$ cat src/rtl/lse_pkg.sv
// Constants and types shared across the LSE datapath.
package lse_pkg;
  localparam int LSE_INT_BITS  = 12;
  localparam int LSE_FRAC_BITS = 3;

  typedef logic [15:0] lse_word_t;

  // Sign clear with the most negative magnitude encodes log(0).
  localparam lse_word_t NEG_INF_16 = 16'h4000;

  localparam int FLAG_ZERO = 0;
  localparam int FLAG_SAT  = 1;
endpackage

$ cat src/rtl/lse_exp2_shift.sv
// Bidirectional barrel shifter for the exp2 stage: unsigned m * 2^s with overflow flag.
// LSE_LOG2LIN_ROUND_EN: right shifts round half-up instead of truncating.
module lse_exp2_shift #(
  parameter int MW        = 4,
  parameter int SW        = 20,
  parameter int OUT_WIDTH = 32
) (
  input  logic [MW-1:0]        m,
  input  logic signed [SW-1:0] s,
  output logic [OUT_WIDTH-1:0] res,
  output logic                 ovf
);
  localparam int LW = $clog2(OUT_WIDTH);
  localparam int RW = $clog2(MW + 3);
  // Largest left shift that keeps m below the output sign bit.
  localparam logic signed [SW-1:0] S_MAX = SW'(OUT_WIDTH - 1 - MW);
`ifdef LSE_LOG2LIN_ROUND_EN
  localparam logic signed [SW-1:0] UF = SW'(MW + 1);
`else
  localparam logic signed [SW-1:0] UF = SW'(MW);
`endif
  localparam logic [MW:0] ONE = 1;

  logic [OUT_WIDTH-1:0] m_ext;
  logic [MW:0]          m_rnd;
  logic [LW-1:0]        lsh;
  logic [RW-1:0]        rsh;
  logic signed [SW-1:0] neg_s;

  always_comb begin
    m_ext = {{(OUT_WIDTH-MW){1'b0}}, m};
    neg_s = -s;
    res   = '0;
    ovf   = 1'b0;
    lsh   = '0;
    rsh   = '0;
    m_rnd = '0;
    if (s > S_MAX) begin
      ovf = 1'b1;
    end else if (!s[SW-1]) begin
      lsh = LW'(s);
      res = m_ext << lsh;
    end else if (neg_s <= UF) begin
      rsh = RW'(neg_s);
`ifdef LSE_LOG2LIN_ROUND_EN
      m_rnd = {1'b0, m} + (ONE << (rsh - RW'(1)));
`else
      m_rnd = {1'b0, m};
`endif
      res = OUT_WIDTH'(m_rnd >> rsh);
    end
  end
endmodule

$ cat src/rtl/lse_log2lin.sv
// Three-stage log-domain to signed linear fixed-point converter (Mitchell 2^f ~ 1+f).
// LSE_LOG2LIN_ROUND_EN selects round-half-up right shifts; latency and ports are unchanged.
module lse_log2lin
  import lse_pkg::*;
#(
  parameter int INT_BITS      = LSE_INT_BITS,
  parameter int FRAC_BITS     = LSE_FRAC_BITS,
  parameter int WIDTH         = INT_BITS + FRAC_BITS + 1,
  parameter int OUT_WIDTH     = 32,
  parameter int OUT_FRAC_BITS = 16
) (
  input  logic                 clk,
  input  logic                 rst_n,
  input  logic                 in_valid,
  output logic                 in_ready,
  input  logic [WIDTH-1:0]     in_data,
  output logic                 out_valid,
  input  logic                 out_ready,
  output logic [OUT_WIDTH-1:0] out_data,
  output logic [1:0]           out_flags,
  input  logic                 sat_clr,
  output logic [15:0]          sat_count
);
  localparam int STAGES = 3;
  localparam int MW     = FRAC_BITS + 1;
  localparam int EW     = WIDTH - 1 - FRAC_BITS;
  localparam int SW     = EW + 8;
  localparam logic signed [SW-1:0]  S_OFS     = SW'(OUT_FRAC_BITS - FRAC_BITS);
  localparam logic [WIDTH-1:0]      NEG_INF_W = {2'b01, {(WIDTH-2){1'b0}}};
  localparam logic [OUT_WIDTH-1:0]  SAT_MAX   = {1'b0, {(OUT_WIDTH-1){1'b1}}};

  // Stage valids; bit 0 is the incoming word so stage k loads from k-1.
  logic [STAGES:1] vld_pipe_q, vld_pipe_d;
  logic [STAGES:0] vld_pipe;
  logic [STAGES:1] adv, ld;
  logic            adv1, adv2, adv3;

  assign vld_pipe  = {vld_pipe_q, in_valid};
  assign adv3      = !vld_pipe[3] || out_ready;
  assign adv2      = !vld_pipe[2] || adv3;
  assign adv1      = !vld_pipe[1] || adv2;
  assign adv       = {adv3, adv2, adv1};
  assign ld        = adv & vld_pipe[STAGES-1:0];
  assign in_ready  = adv1;
  assign out_valid = vld_pipe[3];

  always_comb begin
    vld_pipe_d = vld_pipe_q;
    for (int k = 1; k <= STAGES; k++)
      if (adv[k]) vld_pipe_d[k] = vld_pipe[k-1];
  end

  // S1: decode and log(0) detection
  logic signed [EW-1:0] e0;
  logic                 sign1_q, sign1_d, ninf1_q, ninf1_d;
  logic [MW-1:0]        m1_q, m1_d;
  logic signed [SW-1:0] s1_q, s1_d;

  always_comb begin
    e0      = in_data[WIDTH-2:FRAC_BITS];
    sign1_d = sign1_q;
    ninf1_d = ninf1_q;
    m1_d    = m1_q;
    s1_d    = s1_q;
    if (ld[1]) begin
      sign1_d = in_data[WIDTH-1];
      ninf1_d = (in_data == NEG_INF_W);
      m1_d    = {1'b1, in_data[FRAC_BITS-1:0]};
      s1_d    = SW'(e0) + S_OFS;
    end
  end

  // S2: barrel shift
  logic [OUT_WIDTH-1:0] sh_res, res2_q, res2_d;
  logic                 sh_ovf, ovf2_q, ovf2_d, sign2_q, sign2_d, ninf2_q, ninf2_d;

  lse_exp2_shift #(.MW(MW), .SW(SW), .OUT_WIDTH(OUT_WIDTH)) u_shift (
    .m   (m1_q),
    .s   (s1_q),
    .res (sh_res),
    .ovf (sh_ovf)
  );

  always_comb begin
    sign2_d = sign2_q;
    ninf2_d = ninf2_q;
    res2_d  = res2_q;
    ovf2_d  = ovf2_q;
    if (ld[2]) begin
      sign2_d = sign1_q;
      ninf2_d = ninf1_q;
      res2_d  = sh_res;
      ovf2_d  = sh_ovf;
    end
  end

  // S3: saturate, apply sign, flags; held while the consumer stalls
  logic [OUT_WIDTH-1:0] mag3, out_data_q, out_data_d;
  logic [1:0]           out_flags_q, out_flags_d;
  logic [15:0]          sat_count_q, sat_count_d;

  always_comb begin
    mag3        = ninf2_q ? '0 : (ovf2_q ? SAT_MAX : res2_q);
    out_data_d  = out_data_q;
    out_flags_d = out_flags_q;
    if (ld[3]) begin
      out_data_d             = sign2_q ? -mag3 : mag3;
      out_flags_d[FLAG_ZERO] = (mag3 == '0);
      out_flags_d[FLAG_SAT]  = ovf2_q && !ninf2_q;
    end
  end

  always_comb begin
    sat_count_d = sat_count_q;
    if (sat_clr)
      sat_count_d = '0;
    else if (out_valid && out_ready && out_flags_q[FLAG_SAT] && sat_count_q != 16'hFFFF)
      sat_count_d = sat_count_q + 16'd1;
  end

  always_ff @(posedge clk or negedge rst_n) begin
    if (!rst_n) begin
      vld_pipe_q  <= '0;
      sign1_q     <= 1'b0;
      ninf1_q     <= 1'b0;
      m1_q        <= '0;
      s1_q        <= '0;
      sign2_q     <= 1'b0;
      ninf2_q     <= 1'b0;
      res2_q      <= '0;
      ovf2_q      <= 1'b0;
      out_data_q  <= '0;
      out_flags_q <= '0;
      sat_count_q <= '0;
    end else begin
      vld_pipe_q  <= vld_pipe_d;
      sign1_q     <= sign1_d;
      ninf1_q     <= ninf1_d;
      m1_q        <= m1_d;
      s1_q        <= s1_d;
      sign2_q     <= sign2_d;
      ninf2_q     <= ninf2_d;
      res2_q      <= res2_d;
      ovf2_q      <= ovf2_d;
      out_data_q  <= out_data_d;
      out_flags_q <= out_flags_d;
      sat_count_q <= sat_count_d;
    end
  end

  assign out_data  = out_data_q;
  assign out_flags = out_flags_q;
  assign sat_count = sat_count_q;
endmodule

$ cat config.mk
export PLATFORM = sky130hd
export DESIGN_NAME = lse_log2lin
export DESIGN_NICKNAME = d
export VERILOG_FILES = /design/src/rtl/lse_pkg.sv /design/src/rtl/lse_exp2_shift.sv /design/src/rtl/lse_log2lin.sv
export SDC_FILE = /design/constraint.sdc
export NUM_CORES = 1
export LEC_CHECK = 0
export CAP_MARGIN = 30
export CORE_MARGIN = 10
export CORE_UTILIZATION = 50
export DETAILED_ROUTE_END_ITERATION = 6
export GPL_ROUTABILITY_DRIVEN = 1
export PLACE_DENSITY = 0.84
export SYNTH_ARGS = -nofsm -noshare
export SYNTH_HDL_FRONTEND = slang
export SYNTH_SLANG_ARGS = --single-unit
$ cat constraint.sdc
create_clock -name clk -period 3 [get_ports clk]
set_input_delay 0.6 -clock clk [delete_from_list [all_inputs] [get_ports clk]]
set_output_delay 0.6 -clock clk [all_outputs]
set_load 0.05 [all_outputs]
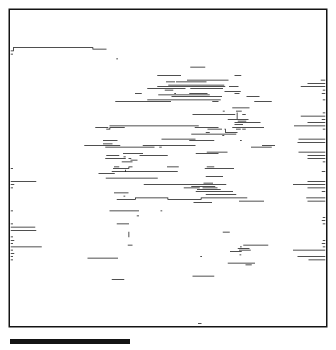
Figure 1: the metal 3 layer.
Scale bar: 50 µm.
longest straight run: 36.8 µm
main direction: horizontal

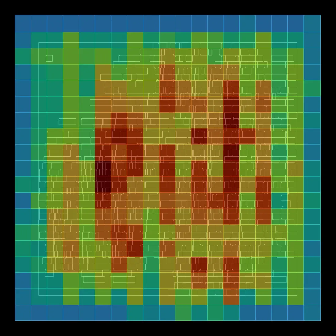
Figure 2: routing congestion map.
routed length per instance: 18.2 µm
Global Route Usage Sum: 0.196

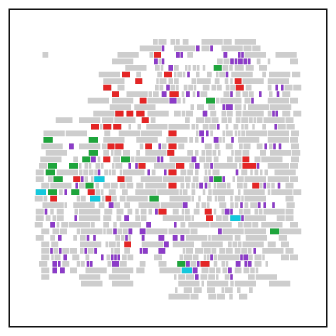
Figure 3: logic cells by family.
[red] AND-OR and OR-AND gates | cells: 41 | most used: a22o_1
[cyan] adder and majority cells | cells: 5 | most used: ha_1
[green] multiplexers | cells: 18 | most used: mux2_2
[purple] NAND gates | cells: 129 | most used: nand2_1

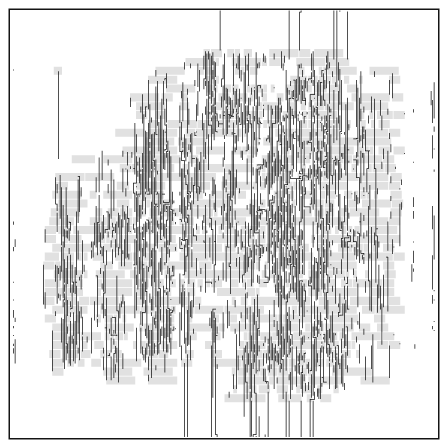
Figure 4: met2 routing.
longest straight run: 40.8 µm
wire length on this layer: 7750 µm
nets with wire on the layer: 672
main direction: vertical

==> impl_metrics.yaml <==
# flow metrics
finish:
  finish.instance_area_um2: 7440
  syn2layout_area_growth_pct: 19.5
  nNetsFinal: 785
  lay_top_count: "dfrtp_1"
  diodes: 0
synthesis:
  synth_cell_types: 63
  ys_ff: 107
  postSynthSeqShare: 0.430
  yosysTopAreaCell: "dfrtp_1"
  async_reset_ff_frac: 1.00
  yosys-stat-area_um2: 6220
  enable_flop_cells: 0
setup_path:
  timing.critical_path.arrival_ns: 2.95
  worstPathMaxFanout: 18
  endpoint_kind: "register"
  critPathKind: "reg -> reg"
  crit_family: "simple AND/OR/NAND/NOR gates"
  r2r_slack_ns: 0.32
  slowest_stage: "nor4b_1"
  critPathBufInv: 1
  worst-endpoint-required_ns: 3.27
cts:
  clock_path_buffers: 2
  clk_pin_slew_ns: 0.08
  clk_latency_ns: 0.36
  htreeDepth: 3
final_timing:
  tns_ns: 0
  rsz0062_at_grt: "no"
  post-route-period-util: 0.895
  slew_headroom: 0.448
  fin_crit_ns: 2.68
  clock.fmax_ghz: 0.373
  clock_skew_ns: 0.00981
power_and_ir_drop:
  ir_drop_mv: 0.320
floorplanning:
  die.size.y_um: 132
  core_area_um2: 12100
detailed_routing:
  postRouteAntennaNets: 0
  route.detailed.drc: 0
job:
  drv_cap: 0
global_route:
  antenna_found_initial: 0
  grt_pass1_vias: 5612
status:
  status: "finished, final reports clean"
[stage by stage]
step,total power [mW],instances,worst slack (ns),hold slack [ns]
after CTS,5.59,932,0.360,0.222
after global placement,4.35,916,0.521,0.462
final,5.58,932,0.316,0.194
after global routing,5.86,932,0.0384,0.235
after detailed placement,4.43,916,0.450,0.470
after floorplan,3.61,697,0.306,0.304
[registers in the layout, indices dropped and copies added (netlist names)]
| name | flops |
|---|---|
| s1_q | 13 |
| out_data | 32 |
| res2_q | 32 |
| vld_pipe_q | 3 |
| out_flags | 2 |
| sign2_q | 1 |
| sign1_q | 1 |
| m1_q | 4 |
| ninf2_q | 1 |
| ovf2_q | 1 |
| ninf1_q | 1 |
| sat_count | 16 |
[layer usage]
layer  part of all wire  GRT usage  wire length (µm)  up-vias
met5                  0          0                 0        -
met4              0.024     0.0785               403        0
met3              0.072     0.0335              1230       37
met2               0.46      0.310              7750      257
met1               0.45      0.259              7580     2779
li1                   -          -                 -     2723
[how the worst max path moves through the flow]
stage,start,slack (ns),depth (start not counted),end
floorplan,ovf2_q$_DFFE_PN0P_,0.31,10,out_data[28]$_DFFE_PN0P_
global placement,out_ready,0.52,5,sat_count[12]$_DFFE_PN0P_
detailed placement,s1_q[0]$_DFFE_PN0P_,0.45,7,res2_q[0]$_DFFE_PN0P_
CTS,s1_q[0]$_DFFE_PN0P_,0.36,7,res2_q[0]$_DFFE_PN0P_
global route,s1_q[0]$_DFFE_PN0P_,0.04,7,res2_q[0]$_DFFE_PN0P_
finish,s1_q[0]$_DFFE_PN0P_,0.32,7,res2_q[2]$_DFFE_PN0P_
[kinds of logic after synthesis]
| group | after synthesis | share of synthesized area |
|---|---|---|
| simple gates | 297 | 0.234 |
| compound gates | 182 | 0.210 |
| flops | 107 | 0.430 |
| buf+inv | 51 | 0.0326 |
| xor+xnor | 37 | 0.0521 |
| mux | 18 | 0.0314 |
| fa+ha+maj | 5 | 0.0101 |
[area by class of cell]
class | instances | area [µm²]
tap | 168 | 210
clock inverter | 6 | 48.8
sequential | 107 | 2680
fill | 1055 | 4670
multi-input combinational | 539 | 3340
inverter | 9 | 33.8
clock buffer | 10 | 239
timing repair buffer | 93 | 886
[worst register-to-register path: stages, from the launching register on]
cell and delay, ns:
dfrtp_1 0.56, inv_1 0.16, ha_1 0.28, nor4b_1 0.59, a31oi_1 0.19, nor3b_1 0.30, nand4_1 0.21, o31ai_1 0.30
[power breakdown]
part	total (mW)	switching [mW]	leakage (nW)	internal [mW]
clock	1.16	0.567	0.137	0.595
sequential	1.88	0.196	1.38	1.68
combinational	2.54	1.66	1.46	0.880
total	5.58	2.42	2.98	3.16
Power is estimated from default activity; no workload was simulated.
